Figure 1. Routed metal, one color a layer.
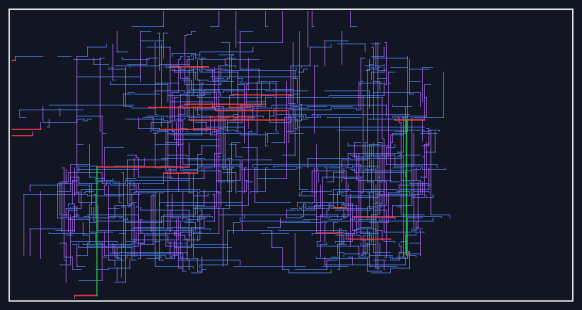
Figure 2. Gate-type map.
The bar under the picture is 20 um long.
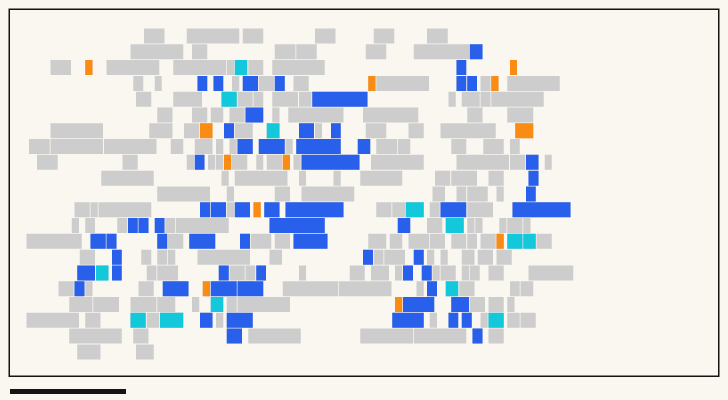
Figure 3. Ports around the boundary.
Pins as bars across the die edge, other pins in gray.
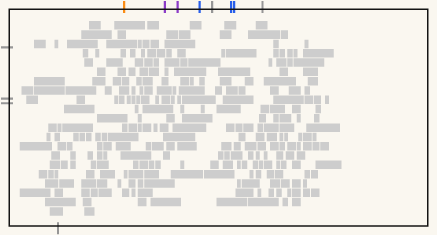
<file path="config.mk">
export PLATFORM = sky130hd
export DESIGN_NAME = bgr_startup_ctrl
export DESIGN_NICKNAME = d
export VERILOG_FILES = /design/src/rtl/bgr_startup_ctrl.sv
export SDC_FILE = /design/constraint.sdc
export NUM_CORES = 1
export LEC_CHECK = 0
export ABC_CLOCK_PERIOD_IN_PS = 2400
export CAP_MARGIN = 20
export CORE_ASPECT_RATIO = 0.5
export CORE_MARGIN = 2
export CORE_UTILIZATION = 28
export DETAILED_ROUTE_END_ITERATION = 12
export PLACE_DENSITY = 0.47
export SETUP_SLACK_MARGIN = 0.5
export SLEW_MARGIN = 15
export SYNTH_ARGS = -nofsm -noshare
export SYNTH_HDL_FRONTEND = slang
export SYNTH_SLANG_ARGS = --single-unit
</file>
<file path="constraint.sdc">
create_clock -name clk -period 2.4 [get_ports clk]
set_input_delay 0.24 -clock clk [delete_from_list [all_inputs] [get_ports clk]]
set_output_delay 0.24 -clock clk [all_outputs]
set_load 0.03 [all_outputs]
</file>
<file path="src/rtl/bgr_startup_ctrl.sv">
// bgr_startup_ctrl
// Power-up sequencer for the bandgap reference core. It pulses the start-up
// device, waits for the core to settle, debounces the window comparator and
// either qualifies the reference, re-kicks the core, or declares a fault.
//
// Ports:
//   clk        system clock
//   rst        asynchronous active-high reset
//   en         high requests the reference; low shuts the sequencer down
//   vbg_ok     asynchronous window-comparator flag from the analog macro
//   porst      start-up kick to the core (high pulls the mirror node low)
//   bgr_ready  reference qualified and stable
//   fault      sticky fault: all retries exhausted (cleared by en=0)
//   retry_cnt  re-kicks taken in the current attempt sequence (saturating)
//   state      debug state: IDLE=0 KICK=1 SETTLE=2 CHECK=3 READY=4 FAULT=5
module bgr_startup_ctrl #(
  parameter int unsigned PORST_CYCLES   = 8,
  parameter int unsigned SETTLE_CYCLES  = 64,
  parameter int unsigned GOOD_CYCLES    = 4,
  parameter int unsigned TIMEOUT_CYCLES = 32,
  parameter int unsigned MAX_RETRIES    = 3,
  parameter int unsigned CNT_W          = 8
) (
  input  logic       clk,
  input  logic       rst,
  input  logic       en,
  input  logic       vbg_ok,
  output logic       porst,
  output logic       bgr_ready,
  output logic       fault,
  output logic [1:0] retry_cnt,
  output logic [2:0] state
);

  localparam int unsigned RETRY_W = 2;

  localparam logic [CNT_W-1:0]   PORST_LD   = CNT_W'(PORST_CYCLES);
  localparam logic [CNT_W-1:0]   SETTLE_LD  = CNT_W'(SETTLE_CYCLES);
  localparam logic [CNT_W-1:0]   GOOD_LD    = CNT_W'(GOOD_CYCLES);
  localparam logic [CNT_W-1:0]   TIMEOUT_LD = CNT_W'(TIMEOUT_CYCLES);
  localparam logic [CNT_W-1:0]   CNT_ONE    = CNT_W'(1);
  localparam logic [RETRY_W-1:0] RETRY_ONE  = RETRY_W'(1);

  typedef enum logic [2:0] {
    IDLE   = 3'd0,
    KICK   = 3'd1,
    SETTLE = 3'd2,
    CHECK  = 3'd3,
    READY  = 3'd4,
    FAULT  = 3'd5
  } state_t;

  state_t state_q, state_nx;

  // cnt_q: down counter in KICK/SETTLE, timeout up counter in CHECK.
  // good_q: consecutive-high count in CHECK, consecutive-low count in READY.
  logic [CNT_W-1:0]   cnt_q, cnt_d, good_d, good_q;
  logic [CNT_W-1:0]   cnt_dec, cnt_inc, good_nx, loss_nx;
  logic [RETRY_W-1:0] retry_d, retry_inc;
  logic               porst_d, ready_d, fault_d;
  logic               retry_left;
  logic               vbg_meta, ok_s;

  // Two-flop synchronizer for the asynchronous comparator flag.
  always_ff @(posedge clk or posedge rst) begin
    if (rst) begin
      vbg_meta <= 1'b0;
      ok_s     <= 1'b0;
    end else begin
      vbg_meta <= vbg_ok;
      ok_s     <= vbg_meta;
    end
  end

  // Saturating counter arithmetic; counters never wrap.
  assign cnt_dec   = (cnt_q == '0) ? cnt_q : cnt_q - CNT_ONE;
  assign cnt_inc   = (cnt_q == '1) ? cnt_q : cnt_q + CNT_ONE;
  assign good_nx   = ok_s ? ((good_q == '1) ? good_q : good_q + CNT_ONE) : '0;
  assign loss_nx   = ok_s ? '0 : ((good_q == '1) ? good_q : good_q + CNT_ONE);
  assign retry_inc = (retry_cnt == '1) ? retry_cnt : retry_cnt + RETRY_ONE;
  assign retry_left = (32'(retry_cnt) < MAX_RETRIES);

  // State register.
  always_ff @(posedge clk or posedge rst) begin
    if (rst) state_q <= IDLE;
    else     state_q <= state_nx;
  end

  assign state = state_q;

  // Next-state logic; en=0 overrides everything, good beats timeout in CHECK.
  always_comb begin
    state_nx = state_q;
    if (!en) begin
      state_nx = IDLE;
    end else begin
      case (state_q)
        IDLE:   state_nx = KICK;
        KICK:   if (cnt_q <= CNT_ONE) state_nx = SETTLE;
        SETTLE: if (cnt_q <= CNT_ONE) state_nx = CHECK;
        CHECK: begin
          if (good_nx == GOOD_LD)         state_nx = READY;
          else if (cnt_inc == TIMEOUT_LD) state_nx = retry_left ? KICK : FAULT;
        end
        READY:  if (loss_nx == GOOD_LD) state_nx = KICK;
        FAULT:  state_nx = FAULT;
        default: state_nx = IDLE;
      endcase
    end
  end

  // Output and counter next values, decoded from the upcoming state so the
  // registered outputs line up with the state register.
  always_comb begin
    cnt_d   = cnt_q;
    good_d  = good_q;
    retry_d = retry_cnt;
    porst_d = (state_nx == KICK);
    ready_d = (state_nx == READY);
    fault_d = (state_nx == FAULT);

    if (state_nx != state_q) begin
      // Counters reload on every state entry.
      cnt_d  = '0;
      good_d = '0;
      case (state_nx)
        KICK:    cnt_d = PORST_LD;
        SETTLE:  cnt_d = SETTLE_LD;
        default: ;
      endcase
    end else begin
      case (state_q)
        KICK, SETTLE: cnt_d = cnt_dec;
        CHECK: begin
          cnt_d  = cnt_inc;
          good_d = good_nx;
        end
        READY:   good_d = loss_nx;
        default: ;
      endcase
    end

    // Losing lock in READY starts a fresh attempt sequence.
    if (state_nx == IDLE)                             retry_d = '0;
    else if (state_q == CHECK && state_nx == KICK)    retry_d = retry_inc;
    else if (state_q == READY && state_nx == KICK)    retry_d = '0;
  end

  // Output and counter registers.
  always_ff @(posedge clk or posedge rst) begin
    if (rst) begin
      cnt_q     <= '0;
      good_q    <= '0;
      retry_cnt <= '0;
      porst     <= 1'b0;
      bgr_ready <= 1'b0;
      fault     <= 1'b0;
    end else begin
      cnt_q     <= cnt_d;
      good_q    <= good_d;
      retry_cnt <= retry_d;
      porst     <= porst_d;
      bgr_ready <= ready_d;
      fault     <= fault_d;
    end
  end

endmodule
</file>
==> impl_metrics.env <==
# flow metrics
export IMPL_status="complete, no violations"
export IMPL_worst_clock_skew_ns=0.007048
export IMPL_tns_ns=0
export IMPL_gpl_final_weighted_congestion=0.8553
export IMPL_first_global_vias=1827
export IMPL_maximum_number_of_pins_on_one_net_before_global_route_repair=16
export IMPL_unrepaired_setup_endpoints_after_global_routing="yes"
export IMPL_cts_hold_buffers_added=0
export IMPL_antenna_found_initial=0
export IMPL_syn_inst=233
export IMPL_r2r_start="good_q[0]$_DFFE_PP0P_"
export IMPL_maximum_fanout_encountered_on_the_critical_timing_path=6
export IMPL_yosys_area_share_simple_pct=26.22
export IMPL_pg_clk_w=0.000414
export IMPL_max_cap_violation_count=0
export IMPL_asyncSetResetFlopFracSynth_pct=100.0
export IMPL_clock_pin_slew_reported_for_the_worst_setup_and_hold_paths_after_clock_tree_synthesis_ns=0.07
export IMPL_stage_log_warnings=32
export IMPL_placed_cell_area_sq_mm=0.002469
export IMPL_xor_area_share_pct=2.249
export IMPL_worst_slew_margin_rel_pct=49.07
export IMPL_p_leak_nw=1.089
export IMPL_crit_arrival_ns=2.57
export IMPL_r2r_setup_slack_ns=0.01
export IMPL_power_share_clock_pct=15.2
export IMPL_internal_power_w=0.001554
export IMPL_synth_top_cell_by_area="dfrtp_1"
export IMPL_ys_flop_type="dfrtp_1"
export IMPL_cp_top_family="AND-OR/OR-AND gates"
export IMPL_minimum_hold_slack_ns=0.2882
export IMPL_place_ws_ns=-0.05615
export IMPL_synth_seq_area_share_pct=33.42
export IMPL_adder_share_pct=4.370
export IMPL_layout_net_count=288
export IMPL_placement_rows=21
export IMPL_peak_vdd_ir_mv=0.3099
export IMPL_gr_overflow_total=0
export IMPL_r2r_end="retry_cnt[0]$_DFFE_PP0P_"
export IMPL_netSwitchingFraction_pct=42.91
export IMPL_max_stage_delay_ns=0.41
export IMPL_cts_max_level=1
export IMPL_die_h_um=62.96
export IMPL_power_largest_group="combinational logic"
export IMPL_clock_root_buffer="clkbuf_16"
export IMPL_cts_path_max_buffers=2
export IMPL_drc_errors=0
export IMPL_cp_data_required_time_ns=2.58
export IMPL_grt_pass1_wl_mm=9.149
export IMPL_yosys_stat_cells=233
export IMPL_finalCritPeriodShare_pct=99.58
export IMPL_max_freq_ghz=0.4184
export IMPL_pin_count=12
export IMPL_startpoint="good_q[0]$_DFFE_PP0P_"
export IMPL_r2r_cells=9
export IMPL_worst_hold_path_type="in -> async"
export IMPL_worstPathCellList="buf_6 -> ha_4 -> and4_4 -> a211oi_2 -> o211ai_2 -> nor2b_1 -> a211o_1 -> or4_1 -> a21oi_1"
export IMPL_drt_pass1_iter_count=4
export IMPL_mostFrequentLayoutCells="buf_4 (39), nor2_1 (21), nand2_1 (20), dfrtp_1 (20), a21oi_1 (18)"
export IMPL_comb_power_share_pct=59.7
export IMPL_critical_path_startpoint_type="register"
export IMPL_synth_distinct_cells=55
export IMPL_post_place_cells=356
export IMPL_report_final_setup_viol=0
export IMPL_netlist_top_cells_count="dfrtp_1 (26), nor2_1 (23), nand2_1 (20)"
export IMPL_synth_flop_count=26
export IMPL_syn_avg_cell_area_sq_um=8.356
export IMPL_area_growth_syn_to_layout_pct=41.00
export IMPL_seq_power_share_pct=25.1
export IMPL_timing_critical_path_buf_inv=1
export IMPL_crit_type="reg -> reg"
export IMPL_mappedNetlistNets=243
export IMPL_ys_top_cells_by_area="dfrtp_1 (33%), a21oi_1 (4.9%), nor2_1 (4.4%), ha_1 (3.9%), nand2_1 (3.9%)"
export IMPL_yosys_mux_area_fraction_pct=1.028
export IMPL_yosys_cell_count_top_type="dfrtp_1"
export IMPL_finish_instance_area_sq_mm=0.002745
export IMPL_finish_utilization_pct=40.97
export IMPL_numPortBuffers=11
export IMPL_final_layout_size_suffix_gt1_share_pct=32.49
export IMPL_n_antenna_cell=0
export IMPL_yosysWarnings=0
export IMPL_edf_count=0
export IMPL_floorplan_die_area_sq_mm=0.007676
export IMPL_cts_tree="done"
export IMPL_worstMarginPinSlew_ns=0.7575
export IMPL_via_per_inst=5.190
export IMPL_clkLatencyLatePin_ns=0.26
export IMPL_total_switching_power_w=0.001168
export IMPL_clock_sink_count=26
export IMPL_dp_hpwl_mm=4.080
export IMPL_die_w_um=121.9
export IMPL_powerComb_w=0.00162
export IMPL_postRouteAntennaNets=0
export IMPL_detailedRoute_firstIterationViolations=123
export IMPL_worstSetupEndpoint="retry_cnt[0]$_DFFE_PP0P_"
export IMPL_timing_hold_violations_final=0
export IMPL_ys_top_logic_family="AND-OR/OR-AND gates"
export IMPL_critical_path_cell_count=9
export IMPL_yosysChipArea_sq_mm=0.001947
export IMPL_netlist_area_leader_share_pct=33.42
export IMPL_syn_cell_area_sq_mm=0.001947
export IMPL_report_power_total_w=0.002721
export IMPL_power_density_mw_per_mm2=991.3
export IMPL_critPathCaptureType="register"
export IMPL_initCoreUtil_pct=29.06
export IMPL_synth_compound_area_share_pct=26.93
export IMPL_powerSeq_w=0.000683
export IMPL_report_final_slew_viol_count=0
export IMPL_tritoncts_num_buffers=3
export IMPL_layout_setup_ws_ns=0.01006
export IMPL_core_area_sq_mm=0.006700
export IMPL_finalCriticalPeriod_ns=2.390
export IMPL_critPathSlowestCell="or4_1"
About Figure 1:
legend:
  red:
    layer: metal 3
    wire_length: 192 um
  green:
    layer: metal 4
    wire_length: 57.1 um
  blue:
    layer: metal 1
    wire_length: 2770 um
  purple:
    layer: metal 2
    wire_length: 2390 um
total length of routed wires: 5.406 mm
average wire per cell in the routed design: 14.65 um
routed vias: 1915
global-route usage over all layers: 14.70%

About Figure 2:
legend:
  orange:
    family: inv cells
    cells: 12
  cyan:
    family: and/or cells
    cells: 13
  blue:
    family: aoi and oai cells
    cells: 63
Top cell excl fill/tap: buf_4
Comb area share: 50.46%
Non-Filler Instances: 369

About Figure 3:
legend:
  blue:
    port: state
    pins: 3
    direction: output
    edge: top
  purple:
    port: retry_cnt
    pins: 2
    direction: output
    edge: top
  orange:
    port: bgr_ready
    pins: 1
    direction: output
    edge: top

-- area by class of cell --
class	instances	area (sq um)
Timing Repair Buffer	53	445.4
Clock buffer	4	88.84
Fill cell	664	3955
Inverter	12	52.55
Sequential cell	26	658.1
Multi-Input combinational cell	182	1385
Tap cell	92	115.1
-- routing by layer --
layer | share of wire [%] | GRT usage, % | up-vias | routed length (um)
li1 | - | - | 949 | -
met2 | 44 | 23.25 | 36 | 2387
met5 | 0 | 0 | - | 0
met3 | 3.6 | 1.642 | 4 | 192
met1 | 51 | 21.66 | 926 | 2770
met4 | 1.1 | 2.730 | 0 | 57
-- repair_timing --
| item | CTS | global route |
|---|---|---|
| gates resized | 14 | 11 |
| setup endpoints to repair | 24 | 25 |
| setup buffers | 5 | 4 |
| pin swaps | 8 | 6 |
